==> src/rtl/booth_mult_seq.sv <==
// Sequential signed Booth multiplier, one recoding step per clock, start/busy/done handshake.
// Define BOOTH_RADIX4_EN for radix-4 recoding (ceil(WIDTH/2) steps); default is radix-2.
module booth_mult_seq #(
    parameter  int WIDTH = 4,
    localparam int CNT_W = $clog2(WIDTH + 1)
) (
    input  logic                 clk,
    input  logic                 rst,
    input  logic                 start,
    input  logic [WIDTH-1:0]     multiplicand,
    input  logic [WIDTH-1:0]     multiplier,
    output logic                 busy,
    output logic                 done,
    output logic [2*WIDTH-1:0]   product,
    output logic [CNT_W-1:0]     cycle_count
);

`ifdef BOOTH_RADIX4_EN
    localparam int QW   = WIDTH + (WIDTH % 2);
    localparam int AW   = WIDTH + 2;
    localparam int SH   = 2;
    localparam int ITER = QW / 2;
`else
    localparam int QW   = WIDTH;
    localparam int AW   = WIDTH + 1;
    localparam int SH   = 1;
    localparam int ITER = WIDTH;
`endif
    localparam int TW = AW + QW + 1;

    typedef enum logic {S_IDLE, S_RUN} state_t;

    state_t               r_state;
    state_t               w_state_nxt;
    logic [AW-1:0]        r_a;
    logic [AW-1:0]        r_m;
    logic [QW-1:0]        r_q;
    logic                 r_q1;
    logic [CNT_W-1:0]     r_iter;
    logic [CNT_W-1:0]     r_cnt;
    logic [2*WIDTH-1:0]   r_product;
    logic                 r_done;

    logic                 w_load;
    logic                 w_last;
    logic [AW-1:0]        w_addend;
    logic [AW-1:0]        w_sum;
    logic [TW-1:0]        w_shift;
    logic [AW-1:0]        w_next_a;
    logic [QW-1:0]        w_next_q;
    logic                 w_next_q1;
    logic [2*WIDTH-1:0]   w_prod;

    assign w_load = (r_state == S_IDLE) && start;
    assign w_last = (r_state == S_RUN) && (r_iter == CNT_W'(1));

`ifdef BOOTH_RADIX4_EN
    logic [AW-1:0] w_m2;
    assign w_m2 = {r_m[AW-2:0], 1'b0};

    always_comb begin
        w_addend = '0;
        case ({r_q[1:0], r_q1})
            3'b001, 3'b010: w_addend = r_m;
            3'b011:         w_addend = w_m2;
            3'b100:         w_addend = -w_m2;
            3'b101, 3'b110: w_addend = -r_m;
            default:        w_addend = '0;
        endcase
    end
`else
    always_comb begin
        w_addend = '0;
        case ({r_q[0], r_q1})
            2'b01:   w_addend = r_m;
            2'b10:   w_addend = -r_m;
            default: w_addend = '0;
        endcase
    end
`endif

    // {A,Q,Q-1} shifted as one signed word so A's sign fills the vacated bits
    assign w_sum      = r_a + w_addend;
    assign w_shift    = TW'($signed({w_sum, r_q, r_q1}) >>> SH);
    assign w_next_a   = w_shift[TW-1 -: AW];
    assign w_next_q   = w_shift[QW:1];
    assign w_next_q1  = w_shift[0];
    assign w_prod     = w_shift[2*WIDTH:1];

    always_ff @(posedge clk) begin
        if (rst) r_state <= S_IDLE;
        else     r_state <= w_state_nxt;
    end

    always_comb begin
        w_state_nxt = r_state;
        case (r_state)
            S_IDLE:  if (start)  w_state_nxt = S_RUN;
            S_RUN:   if (w_last) w_state_nxt = S_IDLE;
            default: w_state_nxt = S_IDLE;
        endcase
    end

    always_ff @(posedge clk) begin
        if (rst) begin
            r_a       <= '0;
            r_m       <= '0;
            r_q       <= '0;
            r_q1      <= 1'b0;
            r_iter    <= '0;
            r_cnt     <= '0;
            r_product <= '0;
            r_done    <= 1'b0;
        end else begin
            r_done <= 1'b0;
            if (w_load) begin
                r_a    <= '0;
                r_m    <= AW'($signed(multiplicand));
                r_q    <= QW'($signed(multiplier));
                r_q1   <= 1'b0;
                r_iter <= CNT_W'(ITER);
                r_cnt  <= '0;
            end else if (r_state == S_RUN) begin
                r_a    <= w_next_a;
                r_q    <= w_next_q;
                r_q1   <= w_next_q1;
                r_iter <= r_iter - CNT_W'(1);
                r_cnt  <= r_cnt + CNT_W'(1);
                if (w_last) begin
                    r_product <= w_prod;
                    r_done    <= 1'b1;
                end
            end
        end
    end

    assign busy        = (r_state == S_RUN);
    assign done        = r_done;
    assign product     = r_product;
    assign cycle_count = r_cnt;

endmodule

==> config.mk <==
export PLATFORM = sky130hd
export DESIGN_NAME = booth_mult_seq
export DESIGN_NICKNAME = d
export VERILOG_FILES = /design/src/rtl/booth_mult_seq.sv
export SDC_FILE = /design/constraint.sdc
export NUM_CORES = 1
export LEC_CHECK = 0
export CORE_ASPECT_RATIO = 0.5
export CORE_MARGIN = 1.5
export CORE_UTILIZATION = 56
export DETAILED_ROUTE_END_ITERATION = 10
export GPL_TIMING_DRIVEN = 0
export PLACE_DENSITY = 0.83
export SKIP_LAST_GASP = 1
export SLEW_MARGIN = 30
export SYNTH_ARGS = -nofsm -noshare
export SYNTH_HDL_FRONTEND = slang
export SYNTH_SLANG_ARGS = --single-unit
==> constraint.sdc <==
create_clock -name clk -period 3.9 [get_ports clk]
set_clock_uncertainty 0.15 [all_clocks]
set_input_delay 0.585 -clock clk [delete_from_list [all_inputs] [get_ports clk]]
set_output_delay 0.585 -clock clk [all_outputs]
set_load 0.01 [all_outputs]
==> qor.yml <==
die:
  initial_utilization_pct: 62.77
  taps: 35
  die-area_um2: 2960
sta:
  finalCritPeriodShare_pct: 65.41
  rsz0062_at_grt: "false"
  hold_viol_final: 0
  fin_setup_tns_ns: 0
  finalSetupViolations: 0
  fmax_mhz: 392.0
  post-route-min-period_ns: 2.551
  tightest_slew_ns: 0.4916
cells_and_area:
  final_cells: 222
  area_growth_pct: 24.85
  final_cell_area_um2: 1836
  largest_register_ffs: 8
  num-clock-buffers: 7
  largestClassByArea: "combinational gates"
  seq_area_share_pct: 31.63
  layout.nonclk_buf_share_pct: 16.02
  seq_cells: 29
  n_all_inverters: 10
  logic_area_um2: 778.2
  fillers: 184
  sh_comb_area_pct: 42.40
  final_cell_mix: "dfxtp_1 (29), nor2_1 (27), clkdlybuf4s50_1 (22), a21oi_1 (12)"
  layout_top_cell: "dfxtp_1"
  nNetsFinal: 208
drt:
  avgViaCountPerCell: 5.401
  totalWireLength_um: 3122
  first_pass_iters: 4
  post-route-drc-count: 0
power_and_ir_drop:
  p_per_area_nw_per_um2: 371.7
  p_leak_nw: 0.7740
yosys:
  yosysWarnings: 0
  ys_cells: 157
  async_reset_ff_share_pct: 0
  netlist_instances: 157
  avgSynthCellArea_um2: 9.364
  synth.cell_area_um2: 1470
  numSynthFlops: 29
  synth-area-yosys_um2: 1470
  syn-num-nets: 179
  flop_cell: "dfxtp_1"
  synth.most_common_cell: "dfxtp_1"
critical_path:
  crit_fanout: 7
  crit_path_end_kind: "register"
  cp-endpoint: "r_a[3]$_SDFFE_PP0P_"
  required_ns: 3.96
  reg2reg_to: "r_a[3]$_SDFFE_PP0P_"
  critPathLaunch: "r_q[0]$_SDFFE_PP0P_"
  worst_r2r_path_depth: 9
  cp_data_arrival_time_ns: 2.61
place:
  dp_slack_ns: 1.374
  place.gp.congestion: 0.8461
  dp_cells: 214
clocking:
  cts_made_buffers: 5
  root_buffer: "clkbuf_8"
  cts_sinks: 29
  cts-htree-levels: 2
  cts_max_path_buffers: 2
  hold_buffers: 0
  clk_pin_slew_ns: 0.06
run:
  warning_count: 28
  max-cap-violations: 0
global_routing:
  grt-ovfl-total: 0
  grt_pass1_wl_um: 4926
  grt_pass1_vias: 1118
  antenna_found_initial: 0
worst_hold_path:
  holdCritPathClass: "reg2reg"
status:
  status: "complete, no violations"
## worst max-delay path: stages (launching register included)
cell      delay [ns]
dfxtp_1         0.38
inv_1           0.07
ha_1            0.41
nor3_1          0.09
ha_1            0.21
fa_1            0.43
and3_1          0.21
nor3_1          0.24
o211ai_1        0.12
a31oi_1         0.17
## per-layer routing
metal  vias to the layer above  GRT usage (%)  wire length, µm  share of wire (%)
li1                        612              -                -                  -
met1                       550          30.48             1522                 49
met2                        33          37.94             1414                 45
met3                         4          7.031              164                5.3
met4                         0          8.482               21               0.67
met5                         -              0                0                  0
## cells by family after synthesis
logic type	after synthesis	share of synthesized area, %
and+or+nand+nor	45	14.98
AOI/OAI and AO/OA	39	18.38
DFF	29	39.49
buffers and inverters	18	7.574
adders and majority gates	11	9.872
muxes	9	6.128
xor gates and xnor gates	6	3.574
## worst min path at each step
| stage | startpoint | to | depth (start not counted) |
|---|---|---|---|
| final | product[0]$_SDFFE_PP0P_ | product[0]$_SDFFE_PP0P_ | 1 |
| after global routing | product[2]$_SDFFE_PP0P_ | product[2]$_SDFFE_PP0P_ | 1 |
| after CTS | product[0]$_SDFFE_PP0P_ | product[0]$_SDFFE_PP0P_ | 1 |
| after detailed placement | product[0]$_SDFFE_PP0P_ | product[0]$_SDFFE_PP0P_ | 1 |
| after global placement | product[7]$_SDFFE_PP0P_ | product[7]$_SDFFE_PP0P_ | 2 |
| after floorplan | r_iter[1]$_SDFFE_PP0P_ | r_iter[1]$_SDFFE_PP0P_ | 2 |
## power by group
group          leakage, nW  total [mW]  internal, mW  switching, mW
Sequential           0.236       0.318         0.308         0.0101
Combinational        0.484      0.0936        0.0457         0.0479
Clock               0.0542       0.271         0.159          0.112
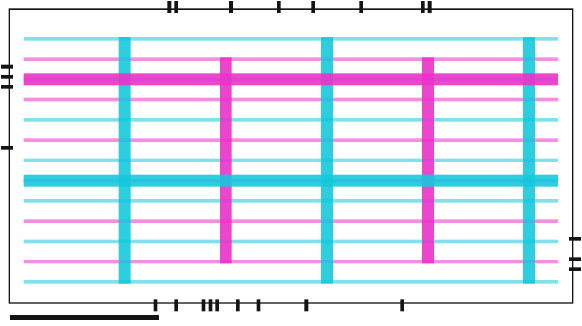
(images/pdn.png)
The bar under the picture is 20 µm long. Pins as bars on the die edge.
- cyan: VSS
- magenta: VDD
- met5 straps: 2
- signal pins: 24
- rows: 12
- met1 rails: 13
Die Span X: 75.46 µm
Max rail drop VDD: 0.0002605 V

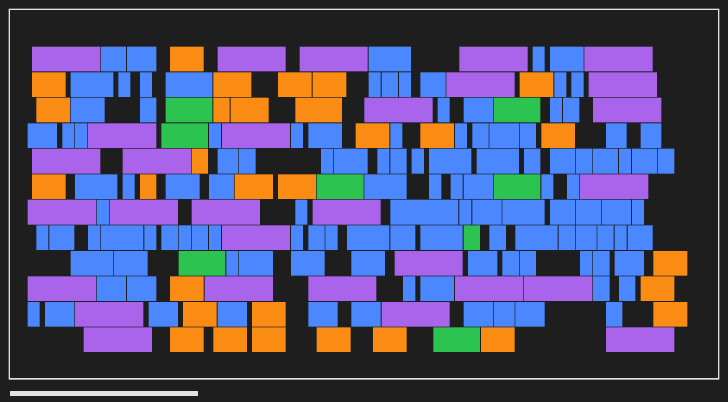
(images/cell_classes.png)
The bar under the picture is 20 µm long.
- orange: other buffers and delay cells (cells 30)
- purple: flip-flops (cells 29)
- green: clock drivers and dummy loads (cells 8)
- blue: all other logic (cells 120)
Final Core Density: 78.37%
core area: 2342 µm²

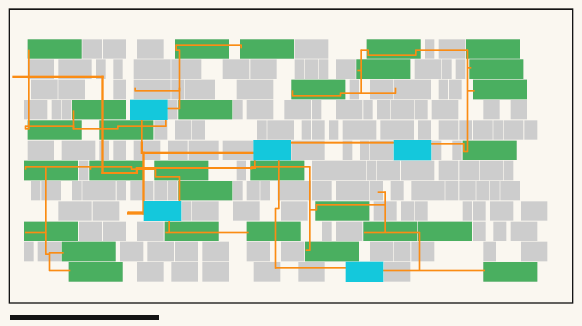
(images/clock_map.png)
The bar under the picture is 20 µm long.
- cyan: cells driving clock nets (count 5)
- orange: clock wires (length 385 µm)
- green: flip-flops (count 29)
- flops lie: spread over the die
- routed clock nets: 6
Clock group: 0.271 mW
clock power share: 39.7%
Clock Latency Late Sink: 0.28 ns

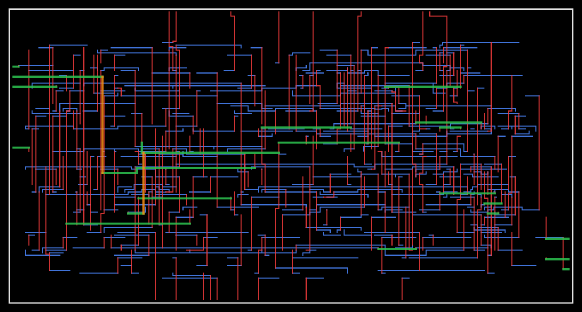
(images/metal_stack.png)
- orange: met4 (wire length 21.1 µm)
- red: met2 (wire length 1410 µm)
- blue: met1 (wire length 1520 µm)
- green: met3 (wire length 165 µm)
wire per inst: 14.06 µm
GR Util All Layers: 23.69%

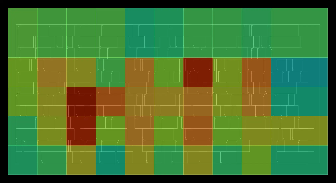
(images/final_congestion.png)
GR Util met3: 7.031%
GR peak layer: met2
met2 track demand over resource: 37.94%
met1 usage: 30.48%

No activity file was given, so power comes from the tool's default toggle rates.
